`config.mk`:
```
export PLATFORM = sky130hd
export DESIGN_NAME = riscv_membuf_q
export DESIGN_NICKNAME = d
export VERILOG_FILES = /design/src/rtl/riscv_membuf_q.sv
export SDC_FILE = /design/constraint.sdc
export NUM_CORES = 1
export LEC_CHECK = 0
export CAP_MARGIN = 0
export CORE_MARGIN = 3
export CORE_UTILIZATION = 35
export CTS_CLUSTER_DIAMETER = 120
export DETAILED_ROUTE_END_ITERATION = 8
export GPL_TIMING_DRIVEN = 0
export PLACE_DENSITY = 0.57
export REMOVE_ABC_BUFFERS = 1
export SETUP_SLACK_MARGIN = 0.5
export SYNTH_ARGS = -nofsm -noshare
export SYNTH_HDL_FRONTEND = slang
export SYNTH_SLANG_ARGS = --single-unit
```
`constraint.sdc`:
```
create_clock -name clk_i -period 4.83 [get_ports clk_i]
set_input_delay 0.483 -clock clk_i [delete_from_list [all_inputs] [get_ports clk_i]]
set_output_delay 0.483 -clock clk_i [all_outputs]
set_load 0.03 [all_outputs]
```
`src/rtl/riscv_membuf_q.sv`:
```
// Parametrised memory-request queue between the CPU memory interface and the MMU/PMA/PMP/cache pipeline.
// Circular buffer with optional same-cycle fall-through when empty, flush, stall and sticky overflow.
package riscv_membuf_pkg;
    typedef logic [2:0] biu_size_t;
    typedef logic [2:0] biu_prot_t;
endpackage

module riscv_membuf_q
    import riscv_membuf_pkg::*;
#(
    parameter int XLEN        = 32,
    parameter int DEPTH       = 4,
    parameter int FALLTHROUGH = 0,
    parameter int AFULL_LVL   = DEPTH - 1
)(
    input  logic                         clk_i,
    input  logic                         rst_ni,
    input  logic                         flush_i,
    input  logic                         stall_i,
    input  logic                         req_i,
    input  logic [XLEN-1:0]              adr_i,
    input  biu_size_t                    size_i,
    input  logic                         lock_i,
    input  biu_prot_t                    prot_i,
    input  logic                         we_i,
    input  logic [XLEN-1:0]              d_i,
    output logic                         req_o,
    input  logic                         ack_i,
    output logic [XLEN-1:0]              adr_o,
    output biu_size_t                    size_o,
    output logic                         lock_o,
    output biu_prot_t                    prot_o,
    output logic                         we_o,
    output logic [XLEN-1:0]              q_o,
    output logic [$clog2(DEPTH+1)-1:0]   count_o,
    output logic                         empty_o,
    output logic                         full_o,
    output logic                         almost_full_o,
    output logic                         overflow_o
);
    localparam int AW = $clog2(DEPTH);
    localparam int CW = $clog2(DEPTH+1);

    typedef struct packed {
        logic [XLEN-1:0] adr;
        biu_size_t       size;
        logic            lock;
        biu_prot_t       prot;
        logic            we;
        logic [XLEN-1:0] d;
    } entry_t;

    entry_t          r_mem [DEPTH];
    logic [AW-1:0]   r_rd_ptr, r_wr_ptr;
    logic [CW-1:0]   r_count;
    logic            r_ovf;

    entry_t          w_in, w_head;
    logic            w_empty, w_full, w_bypass;
    logic            w_pop, w_push, w_store, w_deq;

    assign w_in    = '{adr: adr_i, size: size_i, lock: lock_i, prot: prot_i, we: we_i, d: d_i};
    assign w_empty = (r_count == '0);
    assign w_full  = (r_count == CW'(DEPTH));

    // Bypass path is gated by reset so outputs stay at their reset values while rst_ni is low.
    assign w_bypass = (FALLTHROUGH != 0) && w_empty && rst_ni;

    assign req_o  = ~flush_i & (w_bypass ? req_i : ~w_empty);
    assign w_head = w_bypass ? w_in : (w_empty ? '0 : r_mem[r_rd_ptr]);

    assign w_pop  = ack_i & req_o & ~stall_i;
    assign w_push = req_i & ~flush_i & (~w_full | w_pop);
    // A bypassed request that is accepted in the same cycle never touches storage.
    assign w_store = w_push & ~(w_bypass & w_pop);
    assign w_deq   = w_pop & ~w_bypass;

    always_ff @(posedge clk_i or negedge rst_ni) begin
        if (!rst_ni) begin
            r_rd_ptr <= '0;
            r_wr_ptr <= '0;
            r_count  <= '0;
            r_ovf    <= 1'b0;
            for (int i = 0; i < DEPTH; i++) r_mem[i] <= '0;
        end else if (flush_i) begin
            r_rd_ptr <= '0;
            r_wr_ptr <= '0;
            r_count  <= '0;
            r_ovf    <= 1'b0;
        end else begin
            if (w_store) begin
                r_mem[r_wr_ptr] <= w_in;
                r_wr_ptr        <= r_wr_ptr + AW'(1);
            end
            if (w_deq) r_rd_ptr <= r_rd_ptr + AW'(1);
            if (w_store & ~w_deq)      r_count <= r_count + CW'(1);
            else if (w_deq & ~w_store) r_count <= r_count - CW'(1);
            if (req_i & w_full & ~w_pop) r_ovf <= 1'b1;
        end
    end

    assign adr_o         = w_head.adr;
    assign size_o        = w_head.size;
    assign lock_o        = w_head.lock;
    assign prot_o        = w_head.prot;
    assign we_o          = w_head.we;
    assign q_o           = w_head.d;
    assign count_o       = r_count;
    assign empty_o       = w_empty;
    assign full_o        = w_full;
    assign almost_full_o = (int'(r_count) >= AFULL_LVL);
    assign overflow_o    = r_ovf;
endmodule

```
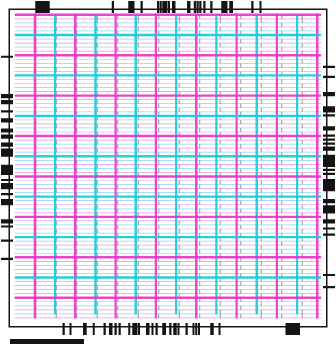
(supply network)
The bar under the picture is 50 um long. Pins as bars on the die edge. Tap cells in grey.
net	colour
VSS	magenta
VDD	cyan
met4 straps	15
signal pins	158
rows	75
tap cells	539
Peak VDD IR: 309 uV
Core Area: 42000 um^2
die width: 213 um
Die H: 213 um

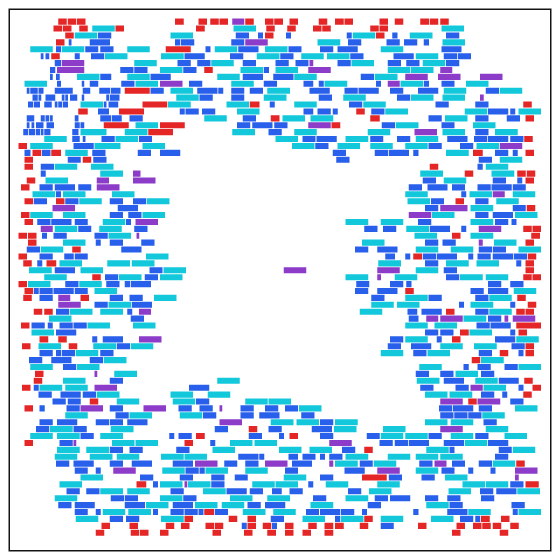
(cells coloured by class)
class	colour	cells	share of their area
remaining buffers and delay cells	red	174	11%
clock drivers and dummy loads	purple	61	6.7%
registers	cyan	296	43%
remaining logic cells	blue	492	39%
design area: 17900 um^2
row cnt: 75
flop share of the area: 41.3%
final core utilization: 42.7%

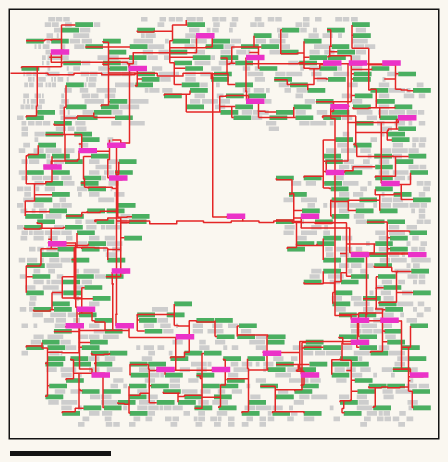
(clock distribution)
The bar under the picture is 50 um long.
[clock-net drivers] magenta | count: 35
[clock wires] red | length: 4460 um
[flip-flops] green | count: 296
routed clock nets	36
flops lie	spread over the die
clk latency late pin: 530 ps
Clock group: 2660 uW

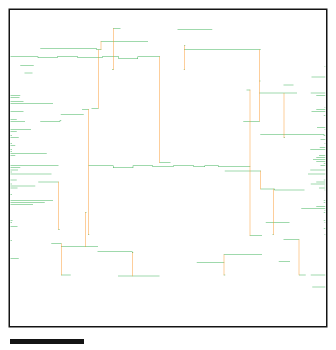
(metal layers overlaid)
The bar under the picture is 50 um long. Only two layers are drawn.
layer	colour	wire length
M4	orange	593 um
M3	green	1250 um
Routed WL per cell: 20.2 um
gr usage total: 14.3%

==> out/metrics.cfg <==
[logic_synthesis]
ys_cells=848
syn_avg_cell_area_um2=17.6
syn_inst=848
ys_top_cells_by_count=dfrtp_1 (296), mux2_4 (280), nor2b_1 (74)
largest_area_cell=dfrtp_1
edf_count=0
synth_cell_types=37

[finish]
syn_to_final_growth_pct=20.0
lay_top_cells=dfrtp_1 (294), mux2_4 (280), clkdlybuf4s50_1 (156)
final_common_cell=dfrtp_1

[detailed_routing]
vias=7622
drtIter0Drc=381
first_pass_iters=4

[worst_setup_path]
crit_required_ps=4350
crit_start=r_rd_ptr[0]$_DFFE_PN0P_
critPathArrivalTime_ps=3100
worstSetupEndpointType=output port
critPathBufInv=3
path_depth=5
critical-path-top-delay-family=buffers and inverters
r2r_start=count_o[1]$_DFFE_PN0P_
reg2reg_to=r_mem[104]$_DFFE_PN0P_

[cts]
htree_levels=2
post_cts_buffers=0
clock_path_buffers=3
cts_tree=built
ctsResizeCount=0
cts.sinks=296

[power]
p_leak_uw=0.00764
power_density_nw_per_um2=642

[final_timing]
drv_slew=0
timing.final.setup_violations=0
whs_ps=3.06
fin_worst_skew_ps=13.1
finalCritPeriodShare_pct=74.1
grt_setup_unrepaired=false
timing.fmax_mhz=279

[grt]
grt_start_max_net_pins=101
grt_pass1_vias=8574
grt_pass1_wl_mm=50.9
globalRouteOverflowTotal=0

[placed_design]
io_buffers=157
dp_hpwl_mm=18.9

[outcome]
status=finished clean

-- per-layer routing --
metal / vias to the layer above / track usage (%) / wire [um]
met5: - / 0 / 0
li1: 3376 / - / -
met3: 41 / 2.88 / 1250
met2: 133 / 21.5 / 14200
met4: 0 / 4.11 / 592
met1: 4072 / 21.0 / 15400
-- logic make-up (layout without fill, tap and decap cells) --
kind of cell,after synthesis,in the layout,synth area share [%]
compound gates,14,14,0.586
xor+xnor,4,4,0.234
fa+ha+maj,5,5,0.469
buf+inv,65,240,5.22
flops,296,296,49.5
mux,361,361,39.6
other cells,0,1,0
simple gates,103,103,4.30
-- area by class of cell --
type / count / area [um^2] / area share (%)
diodes: 1 / 2.50 / 0.0139
flip-flops and latches: 296 / 7410 / 41.3
inverters: 5 / 20.0 / 0.112
multi-input cells: 487 / 6770 / 37.7
clock buffers: 51 / 1050 / 5.83
clock inverters: 10 / 104 / 0.579
repair buffers: 174 / 1910 / 10.7
well taps: 539 / 674 / 3.76
-- worst register-to-register path, cell delays in order, from the launching register on --
cell and delay, ps:
dfrtp_1 540, or3b_4 220, clkinv_2 80, o21ai_2 100, and3_4 790, buf_16 360
mux2_1 420
-- power breakdown --
group | internal [uW] | leakage [uW] | switching [uW]
Combinational | 2850 | 0.00335 | 1830
Sequential | 3570 | 0.00371 | 618
Clock | 1610 | 0.000576 | 1050
Total | 8030 | 0.00764 | 3500
-- registers in the layout, summed over array words and instances, names as in the netlist --
name        count
overflow_o      1
count_o         3
r_rd_ptr        2
r_wr_ptr        2
r_mem         288
-- through the flow --
stage	instances	setup slack [ps]	area, um^2	TNS, ps
2_1_floorplan	788	-1620	14200	-119570
3_3_place_gp	1484	-10130	16400	-3445000
3_5_place_dp	1501	1490	16800	0
4_1_cts	1562	1140	17900	0
5_1_grt	1562	1040	17900	0
6_report	1563	1250	17900	0
Power figures rest on the tool's default switching activity, not on a simulated workload.
